Figure 1. Routed metal, one colour a layer.
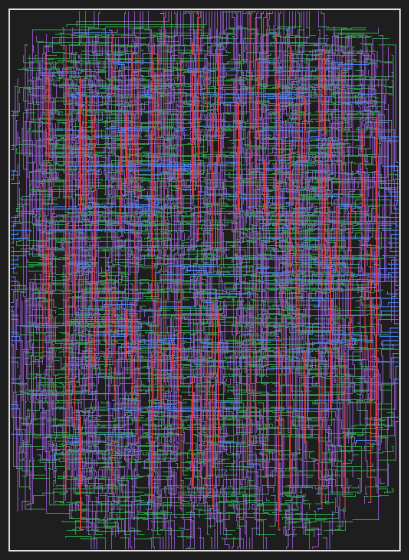
Figure 2. Cell outlines without signal wires.
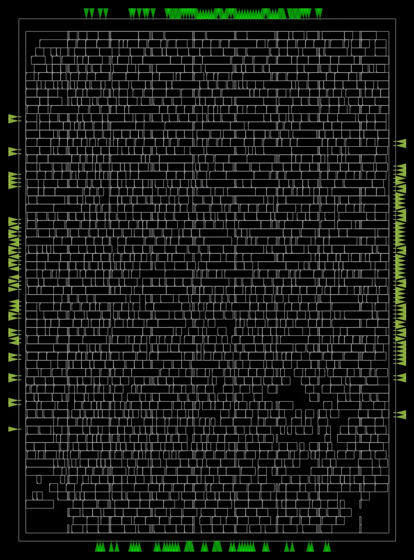
<file path="src/rtl/alu_64_pkg.sv">
// Shared constants for the alu_64 block: datapath width and opcode encodings.
// Optional carry output is enabled by defining ALU_CARRY_EN.
package alu_64_pkg;

    localparam int WIDTH = 64;

    localparam logic [1:0] OP_ADD = 2'b00;
    localparam logic [1:0] OP_SUB = 2'b01;
    localparam logic [1:0] OP_AND = 2'b10;
    localparam logic [1:0] OP_XOR = 2'b11;

endpackage

</file>
<file path="src/rtl/alu_adder_64.sv">
// Ripple-free adder with carry-in, exposing the carry into and out of the MSB
// so the caller can derive signed overflow and unsigned carry/borrow.
module alu_adder_64
    import alu_64_pkg::*;
#(
    parameter int W = WIDTH
) (
    input  logic [W-1:0] x,
    input  logic [W-1:0] y,
    input  logic         cin,
    output logic [W-1:0] sum,
    output logic         cout,
    output logic         cmsb
);

    logic [W-2:0] low;
    logic         top;

    // Split at the MSB so the carry into bit W-1 is available directly.
    assign {cmsb, low} = {1'b0, x[W-2:0]} + {1'b0, y[W-2:0]} + {{(W-1){1'b0}}, cin};
    assign {cout, top} = {1'b0, x[W-1]} + {1'b0, y[W-1]} + {1'b0, cmsb};
    assign sum = {top, low};

endmodule

</file>
<file path="src/rtl/alu_64.sv">
// One-cycle registered ALU: add, sub, and, xor with overflow and zero flags.
// Defining ALU_CARRY_EN adds a registered carry/borrow output.
module alu_64
    import alu_64_pkg::*;
#(
    parameter int WIDTH = alu_64_pkg::WIDTH
) (
    input  logic             clk,
    input  logic             rst,
    input  logic             in_valid,
    input  logic [1:0]       opcode,
    input  logic [WIDTH-1:0] a,
    input  logic [WIDTH-1:0] b,
    output logic [WIDTH-1:0] res,
    output logic             overflow,
    output logic             zero,
    output logic             out_valid
`ifdef ALU_CARRY_EN
    ,
    output logic             carry
`endif
);

    logic             is_sub;
    logic [WIDTH-1:0] b_eff;
    logic [WIDTH-1:0] sum;
    logic             cout;
    logic             cmsb;
    logic [WIDTH-1:0] r;
    logic             ov;

    assign is_sub = (opcode == OP_SUB);
    assign b_eff  = is_sub ? ~b : b;

    alu_adder_64 #(
        .W(WIDTH)
    ) u_adder (
        .x   (a),
        .y   (b_eff),
        .cin (is_sub),
        .sum (sum),
        .cout(cout),
        .cmsb(cmsb)
    );

    // Signed overflow is the MSB carry-in differing from the carry-out.
    always_comb begin
        r  = '0;
        ov = 1'b0;
        unique case (opcode)
            OP_ADD: begin
                r  = sum;
                ov = cmsb ^ cout;
            end
            OP_SUB: begin
                r  = sum;
                ov = cmsb ^ cout;
            end
            OP_AND: r = a & b;
            OP_XOR: r = a ^ b;
        endcase
    end

`ifdef ALU_CARRY_EN
    logic cy;

    // For sub the adder carry-out is the inverse of the unsigned borrow.
    always_comb begin
        cy = 1'b0;
        unique case (opcode)
            OP_ADD:  cy = cout;
            OP_SUB:  cy = ~cout;
            default: cy = 1'b0;
        endcase
    end

    always_ff @(posedge clk or posedge rst) begin
        if (rst) begin
            carry <= 1'b0;
        end else if (in_valid) begin
            carry <= cy;
        end
    end
`endif

    always_ff @(posedge clk or posedge rst) begin
        if (rst) begin
            res       <= '0;
            overflow  <= 1'b0;
            zero      <= 1'b0;
            out_valid <= 1'b0;
        end else begin
            out_valid <= in_valid;
            if (in_valid) begin
                res      <= r;
                overflow <= ov;
                zero     <= (r == '0);
            end
        end
    end

endmodule

</file>
<file path="config.mk">
export PLATFORM = sky130hd
export DESIGN_NAME = alu_64
export DESIGN_NICKNAME = d
export VERILOG_FILES = /design/src/rtl/alu_64_pkg.sv /design/src/rtl/alu_adder_64.sv /design/src/rtl/alu_64.sv
export SDC_FILE = /design/constraint.sdc
export NUM_CORES = 1
export LEC_CHECK = 0
export CAP_MARGIN = 20
export CORE_ASPECT_RATIO = 1.4
export CORE_MARGIN = 2
export CORE_UTILIZATION = 49
export CTS_CLUSTER_SIZE = 14
export DETAILED_ROUTE_END_ITERATION = 10
export PLACE_DENSITY = 0.85
export SLEW_MARGIN = 20
export SYNTH_ARGS = -nofsm -noshare
export SYNTH_HDL_FRONTEND = slang
export SYNTH_SLANG_ARGS = --single-unit
</file>
<file path="constraint.sdc">
create_clock -name clk -period 2.2 [get_ports clk]
set_clock_uncertainty 0.1 [all_clocks]
set_input_delay 0.55 -clock clk [delete_from_list [all_inputs] [get_ports clk]]
set_output_delay 0.55 -clock clk [all_outputs]
set_load 0.05 [all_outputs]
</file>
==> impl_metrics.json <==
{
  "met3_length_mm": 3.123,
  "clk_pin_slew_ns": 0.06,
  "slowest_delay_ns": 0.57,
  "compound_area_frac": 0.2755,
  "finalHoldViolations": 0,
  "clk_latency_ns": 0.36,
  "largest_register_ffs": 64,
  "ys_seq_share": 0.1681,
  "grt_pass1_vias": 13330,
  "clock_path_buffers": 2,
  "fin_crit_sh": 2.631,
  "top_register": "res",
  "fp_util": 0.5007,
  "h-tree-depth": 3,
  "place_ws_ns": -3.880,
  "buffer_area_frac": 0.3309,
  "wl_met2_mm": 23.13,
  "synthArstFlopShare": 1.000,
  "die_area_um2": 21530,
  "switchingPower_w": 0.004696,
  "finalSetupViolations": 66,
  "synth_chip_area_um2": 9975,
  "lay_top_cells": "buf_4, clkdlybuf4s50_1, ha_1",
  "p_leak_nw": 7.734,
  "met3_usage": 0.04146,
  "synth_warnings": 0,
  "syn-instance-count": 1275,
  "dp_hpwl_mm": 34.83,
  "warning_count": 32,
  "top_layer_used": "met4",
  "fin_total_pwr_w": 0.01030,
  "holdPathEnd": "res[52]",
  "violations": "setup timing",
  "min_path_type": "reg -> reg",
  "slew_headroom": 0.4928,
  "gp_congestion": 0.9952,
  "busiest_layer": "met2",
  "logic_gates": 1108,
  "cp-endpoint": "zero",
  "whs_ns": 0.3853,
  "flop_area_um2": 1677,
  "mux_share": 0.07978,
  "arrival_ns": 5.94,
  "status": "finished with violations",
  "cts.sinks": 67,
  "cts_tree": "built",
  "startpoint_type": "input port",
  "edf_count": 0,
  "nClkBuffers": 10,
  "ff2ff_setup_slack_ns": 1.27,
  "xor_share": 0.07464,
  "netSwitchingFraction": 0.4558,
  "seq_cell_count": 67,
  "layout_setup_ws_ns": -3.589,
  "routed_via_density": 6.257,
  "worst_pin_slew_ns": 0.7607,
  "clkCellAreaFrac": 0.02028,
  "cp_max_fo": 10,
  "area_growth_pct": 66.36
}
## Picture notes: Figure 1
| colour | layer | wire length |
|---|---|---|
| blue | M3 | 3120 µm |
| green | M1 | 15900 µm |
| red | M4 | 4850 µm |
| purple | M2 | 23.1 mm |
GRT Util Overall: 0.3989
total vias in the final route: 13400
Routed WL per cell: 21.98 µm
final wirelength: 47.05 mm

## Picture notes: Figure 2
final core occ: 0.8330
sequential cell area share: 0.1010
Post-Layout Cell Count: 2141
core footprint: 19920 µm²

